### config.mk
export PLATFORM = sky130hd
export DESIGN_NAME = fifo_wr_arbiter
export DESIGN_NICKNAME = d
export VERILOG_FILES = /design/src/rtl/fifo_arb_pkg.sv /design/src/rtl/rr_picker.sv /design/src/rtl/fifo_wr_arbiter.sv
export SDC_FILE = /design/constraint.sdc
export NUM_CORES = 1
export LEC_CHECK = 0
export CELL_PAD_IN_SITES_DETAIL_PLACEMENT = 1
export CELL_PAD_IN_SITES_GLOBAL_PLACEMENT = 1
export CORE_ASPECT_RATIO = 0.75
export CORE_MARGIN = 5
export CORE_UTILIZATION = 27
export CTS_BUF_LIST = sky130_fd_sc_hd__clkbuf_4
export CTS_CLUSTER_DIAMETER = 60
export CTS_CLUSTER_SIZE = 40
export DETAILED_ROUTE_END_ITERATION = 10
export MAX_ROUTING_LAYER = met4
export PLACE_DENSITY_LB_ADDON = 0.1
export SYNTH_ARGS = -nofsm -noshare
export SYNTH_HDL_FRONTEND = slang
export SYNTH_HIERARCHICAL = 1
export SYNTH_SLANG_ARGS = --single-unit
### constraint.sdc
create_clock -name clk -period 2.2 [get_ports clk]
set_clock_uncertainty 0.1 [all_clocks]
set_input_delay 0.55 -clock clk [delete_from_list [all_inputs] [get_ports clk]]
set_output_delay 0.55 -clock clk [all_outputs]
set_load 0.01 [all_outputs]
### src/rtl/fifo_arb_pkg.sv
// Shared types and default sizing for the FIFO write arbiter.
// No logic of its own; imported by the arbiter top and its picker.
// Holds no state, so there is no backpressure to describe.
package fifo_arb_pkg;

    localparam int DEF_FIFO_WIDTH = 16;
    localparam int DEF_NUM_REQ    = 4;

    typedef enum logic [1:0] {
        ST_IDLE  = 2'd0,
        ST_ISSUE = 2'd1,
        ST_HOLD  = 2'd2
    } arb_state_t;

endpackage

### src/rtl/rr_picker.sv
// Combinational round-robin picker: first set req bit after last_winner, wrapping.
// Zero latency; purely combinational.
// No backpressure; valid simply reports that any req bit is set.
module rr_picker
    import fifo_arb_pkg::*;
#(
    parameter  int NUM_REQ = DEF_NUM_REQ,
    localparam int IDX_W   = $clog2(NUM_REQ)
) (
    input  logic [NUM_REQ-1:0] req,
    input  logic [IDX_W-1:0]   last_winner,
    output logic               valid,
    output logic [IDX_W-1:0]   winner
);

    logic [NUM_REQ-1:0] upper_mask;
    logic [NUM_REQ-1:0] masked_req;

    always_comb begin
        upper_mask = '0;
        for (int i = 0; i < NUM_REQ; i++) begin
            upper_mask[i] = (i > int'(last_winner));
        end
        masked_req = req & upper_mask;
        valid      = |req;
        winner     = '0;
        // Unmasked scan first, then the masked scan overrides it when anything
        // above last_winner is pending, giving the wrap-around order.
        for (int i = NUM_REQ - 1; i >= 0; i--) begin
            if (req[i]) begin
                winner = IDX_W'(i);
            end
        end
        for (int i = NUM_REQ - 1; i >= 0; i--) begin
            if (masked_req[i]) begin
                winner = IDX_W'(i);
            end
        end
    end

endmodule

### src/rtl/fifo_wr_arbiter.sv
// Round-robin arbiter for NUM_REQ writers into one FIFO; FIFO_ARB_PRIO0_EN gives requester 0 strict priority.
// One cycle from decision edge to registered gnt/fifo_wr_en/fifo_data_in; one write per cycle max.
// Grants stall (HOLD) while the FIFO is full, or almost full with a write already in flight.
module fifo_wr_arbiter
    import fifo_arb_pkg::*;
#(
    parameter int FIFO_WIDTH = DEF_FIFO_WIDTH,
    parameter int NUM_REQ    = DEF_NUM_REQ
) (
    input  logic                                clk,
    input  logic                                rst_n,
    input  logic [NUM_REQ-1:0]                  req,
    input  logic [NUM_REQ-1:0][FIFO_WIDTH-1:0]  req_data,
    output logic [NUM_REQ-1:0]                  gnt,
    output logic                                fifo_wr_en,
    output logic [FIFO_WIDTH-1:0]               fifo_data_in,
    input  logic                                fifo_full,
    input  logic                                fifo_almostfull,
    input  logic                                fifo_wr_ack,
    input  logic                                fifo_overflow,
    output logic                                ack_err,
    output logic                                ovf_err,
    output logic                                busy
);

    localparam int IDX_W = $clog2(NUM_REQ);

    arb_state_t        state;
    logic [IDX_W-1:0]  last_winner;
    logic [IDX_W-1:0]  rr_winner;
    logic [IDX_W-1:0]  pick;
    logic              any_req;
    logic              space_safe;
    logic              wr_d;

    rr_picker #(
        .NUM_REQ     (NUM_REQ)
    ) u_rr_picker (
        .req         (req),
        .last_winner (last_winner),
        .valid       (any_req),
        .winner      (rr_winner)
    );

    // A write issued last cycle has not yet shown up in the FIFO flags.
    assign space_safe = !fifo_full && !(fifo_wr_en && fifo_almostfull);

`ifdef FIFO_ARB_PRIO0_EN
    assign pick = req[0] ? '0 : rr_winner;
`else
    assign pick = rr_winner;
`endif

    assign busy = (state != ST_IDLE);

    always_ff @(posedge clk or negedge rst_n) begin
        if (!rst_n) begin
            state        <= ST_IDLE;
            last_winner  <= IDX_W'(NUM_REQ - 1);
            gnt          <= '0;
            fifo_wr_en   <= 1'b0;
            fifo_data_in <= '0;
        end else begin
            gnt        <= '0;
            fifo_wr_en <= 1'b0;
            if (!any_req) begin
                state <= ST_IDLE;
            end else if (space_safe) begin
                state        <= ST_ISSUE;
                gnt          <= NUM_REQ'(1) << pick;
                fifo_wr_en   <= 1'b1;
                fifo_data_in <= req_data[pick];
                last_winner  <= pick;
            end else begin
                state <= ST_HOLD;
            end
        end
    end

    // Sticky error flags; wr_d remembers last cycle's write so the ack can be checked.
    always_ff @(posedge clk or negedge rst_n) begin
        if (!rst_n) begin
            wr_d    <= 1'b0;
            ack_err <= 1'b0;
            ovf_err <= 1'b0;
        end else begin
            wr_d <= fifo_wr_en;
            if (wr_d && !fifo_wr_ack) begin
                ack_err <= 1'b1;
            end
            if (fifo_overflow) begin
                ovf_err <= 1'b1;
            end
        end
    end

endmodule

Run 1, cells coloured by class:
Bar = 20 um.
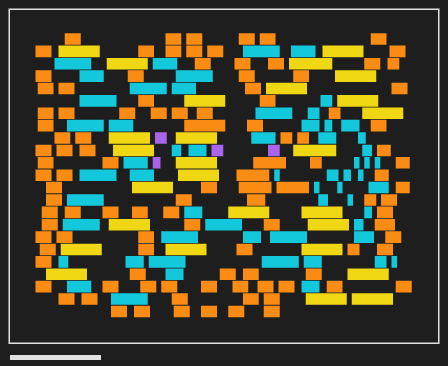
legend:
  yellow:
    class: flip-flops
    cells: 27
    share_of_their_area: 26%
  purple:
    class: clock drivers and dummy loads
    cells: 4
    share_of_their_area: 1.1%
  cyan:
    class: all other logic
    cells: 59
    share_of_their_area: 29%
  orange:
    class: other buffers and delay cells
    cells: 110
    share_of_their_area: 44%
Core Area: 0.00524 sq mm
sequential share of cell area: 25.3%
Final Instance Area: 0.00269 sq mm
Std-Cell Rows: 23

Run 1, routing congestion map:
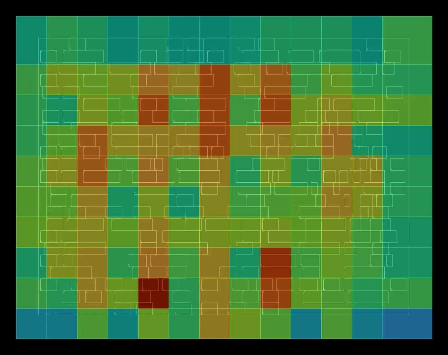
total track usage: 14.6%
utilization after layout: 51.3%
met1 Usage GRT: 16.0%

Run 1, routed metal, one colour a layer:
Bar = 20 um. Two of the layers only.
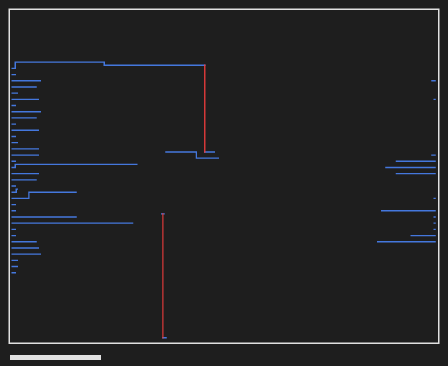
legend:
  blue:
    layer: met3
    wire_length: 293 um
  red:
    layer: met4
    wire_length: 46.2 um
wire length after detailed routing: 4.72 mm
average wire per standard cell: 17.2 um
total via count in the routed design: 1255

Run 1, sequential cells coloured by netlist name:
Bar = 20 um. Other sequential cells in the stronger grey, the rest of the logic in the fainter grey.
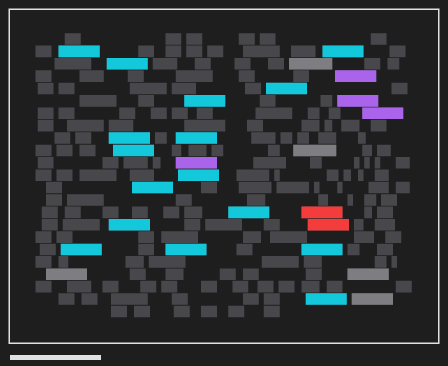
legend:
  red:
    name_in_the_netlist: `state`
    sequential_cells: 2
  purple:
    name_in_the_netlist: `gnt`
    sequential_cells: 4
  cyan:
    name_in_the_netlist: `fifo_data_in`
    sequential_cells: 16
not coloured: 5

run 1: area by class of cell:
class | instances | share of cell area [%]
tap | 75 | 3.49
multi-input combinational | 55 | 27.3
clock buffer | 3 | 0.839
sequential | 27 | 25.3
timing repair buffer | 110 | 42.4
clock inverter | 1 | 0.186
inverter | 4 | 0.559
run 1: how the worst max path moves through the flow:
stage,slack [ns],cells past startpoint,end
2_1_floorplan,0.09,6,fifo_data_in[12]$_DFFE_PN0P_
3_3_place_gp,-0.50,7,fifo_data_in[7]$_DFFE_PN0P_
3_5_place_dp,-0.59,7,fifo_data_in[4]$_DFFE_PN0P_
4_1_cts,-0.02,5,fifo_data_in[8]$_DFFE_PN0P_
5_1_grt,-0.10,5,fifo_data_in[3]$_DFFE_PN0P_
6_report,-0.03,5,fifo_data_in[3]$_DFFE_PN0P_
==> results_dict.tcl, run 1 <==
# implementation run metrics
set metrics [dict create \
    timing.final.crit_period_ns 2.23 \
    rrSetupSlack_ns -0.03 \
    setup_viol 5 \
    yosys-stat-area_sq_mm 0.00143 \
    top_register "fifo_data_in" \
    yosys.area_share.simple_pct 4.47 \
    clockPowerShare_pct 8.7 \
    endpoint_kind "flop" \
    netlist_instances 91 \
    yosys.stat.seqShare_pct 47.5 \
    status "complete, but fails checks" \
    yosys-stat-cells 91 \
    synthDominantAreaCellType "sky130_fd_sc_hd__dfrtp_1" \
    synth.area.mux_share_pct 39.9 \
    grt-ovfl-total 0 \
    intPower_w 0.00176 \
    syn_avg_cell_area_sq_um 15.7 \
    globalRoute.busiestLayer "met2" \
    groute.layer.met3.usage_pct 4.64 \
    fp.dieH_um 73 \
    failed_checks "setup timing" \
    hold_path_class "reg2reg" \
    p_sw_share_pct 30.9 \
    cp_buf_inv_count 1 \
    share_of_final_layout_standard_cells_stronger_than_drive_strength_1_pct 30.0 \
    topCellsByArea "sky130_fd_sc_hd__dfrtp_1, sky130_fd_sc_hd__mux4_2, sky130_fd_sc_hd__mux2_2, sky130_fd_sc_hd__dfstp_2, sky130_fd_sc_hd__buf_6" \
    clockBufferDepth 2 \
    post_cts_resize_count 12 \
    antenna_cells_inserted 0 \
    timing_worst_slew_pin_value_ns 0.356 \
    synthTopCellsByCount "sky130_fd_sc_hd__dfrtp_1, sky130_fd_sc_hd__mux2_2, sky130_fd_sc_hd__mux4_2" \
    layout_setup_ws_ns -0.0293 \
    detailed_route_drc_error_count 0 \
    highest-signal-layer "met4" \
    post_synth_cell_types 24 \
    timing.max_slew.rel_slack_pct 76.3 \
    dp_hpwl_mm 3.69 \
    combinationalPowerShare_pct 59.4 \
    final.period_utilization_pct 101 \
    grt_start_max_net_pins 28 \
    critical_path.reg2reg.startpoint "last_winner[0]$_DFFE_PN1P_" \
]
==> inputs of run 2 (changes only) <==
- CAP_MARGIN: not set -> 10
Run 2, cells coloured by class:
Bar = 20 um.
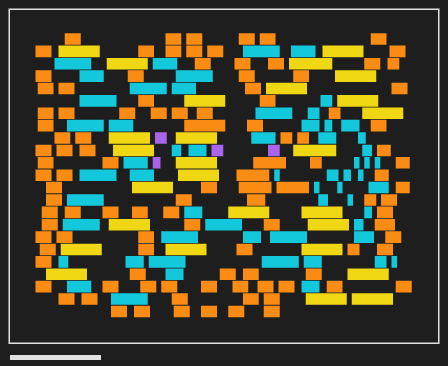
legend:
  orange:
    class: other buffers and delay cells
    cells: 110
    share_of_their_area: 44%
  cyan:
    class: all other logic
    cells: 59
    share_of_their_area: 29%
  yellow:
    class: flip-flops
    cells: 27
    share_of_their_area: 26%
  purple:
    class: clock drivers and dummy loads
    cells: 4
    share_of_their_area: 1.1%

==> results_dict.tcl, run 2 <==
# implementation run metrics
set metrics [dict create \
    clockBufferDepth 2 \
    fin_area_sq_mm 0.00269 \
    drt_wl_total_mm 4.72 \
    fp.dieH_um 73 \
    cp-endpoint "fifo_data_in[3]$_DFFE_PN0P_" \
    failed_checks "setup timing" \
    timing.final.crit_period_ns 2.23 \
    detailroute.via_count 1255 \
    grt-ovfl-total 0 \
    yosys-stat-cells 91 \
    synthDominantAreaCellType "sky130_fd_sc_hd__dfrtp_1" \
    antenna_cells_inserted 0 \
    setup_viol 5 \
    final_util_pct 51.3 \
    globalRoute.busiestLayer "met2" \
    grt_start_max_net_pins 28 \
    intPower_w 0.00176 \
    final.period_utilization_pct 101 \
    timing_worst_slew_pin_value_ns 0.356 \
    layout_setup_ws_ns -0.0293 \
    clockPowerShare_pct 8.7 \
    timing.max_slew.rel_slack_pct 76.3 \
    dp_hpwl_mm 3.69 \
    globalRouteTotalUtil_pct 14.6 \
    detailed_route_drc_error_count 0 \
    critical_path.reg2reg.startpoint "last_winner[0]$_DFFE_PN1P_" \
    hold_path_class "reg2reg" \
    endpoint_kind "flop" \
    status "complete, but fails checks" \
]
Run 2, routed metal, one colour a layer:
Bar = 20 um. Two of the layers only.
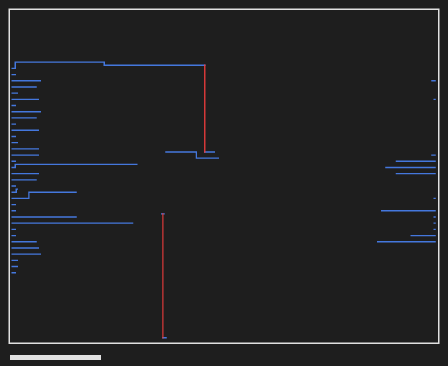
legend:
  red:
    layer: met4
    wire_length: 46.2 um
  blue:
    layer: met3
    wire_length: 293 um

-- run 2: final cells by class --
type	instances	share of cell area (%)
multi-input cells	55	27.3
clock buffers	3	0.839
repair buffers	110	42.4
inverters	4	0.559
clock inverters	1	0.186
flip-flops and latches	27	25.3
well taps	75	3.49
-- run 2: kinds of logic (layout without fill, tap and decap cells) --
kind of cell | count (synthesis) | after routing | share of synthesized area (%)
buffers and inverters | 9 | 118 | 3.94
AND/OR/NAND/NOR | 12 | 12 | 4.47
multiplexers | 34 | 34 | 39.9
flip-flops | 27 | 27 | 47.5
AND-OR/OR-AND | 9 | 9 | 4.20
-- run 2: repair_timing --
action / CTS / global route
pin swaps: 2 / 0
buffers inserted: 1 / 1
gates cloned: 1 / 0
endpoints found under the setup margin: 16 / 17
gates resized: 12 / 9
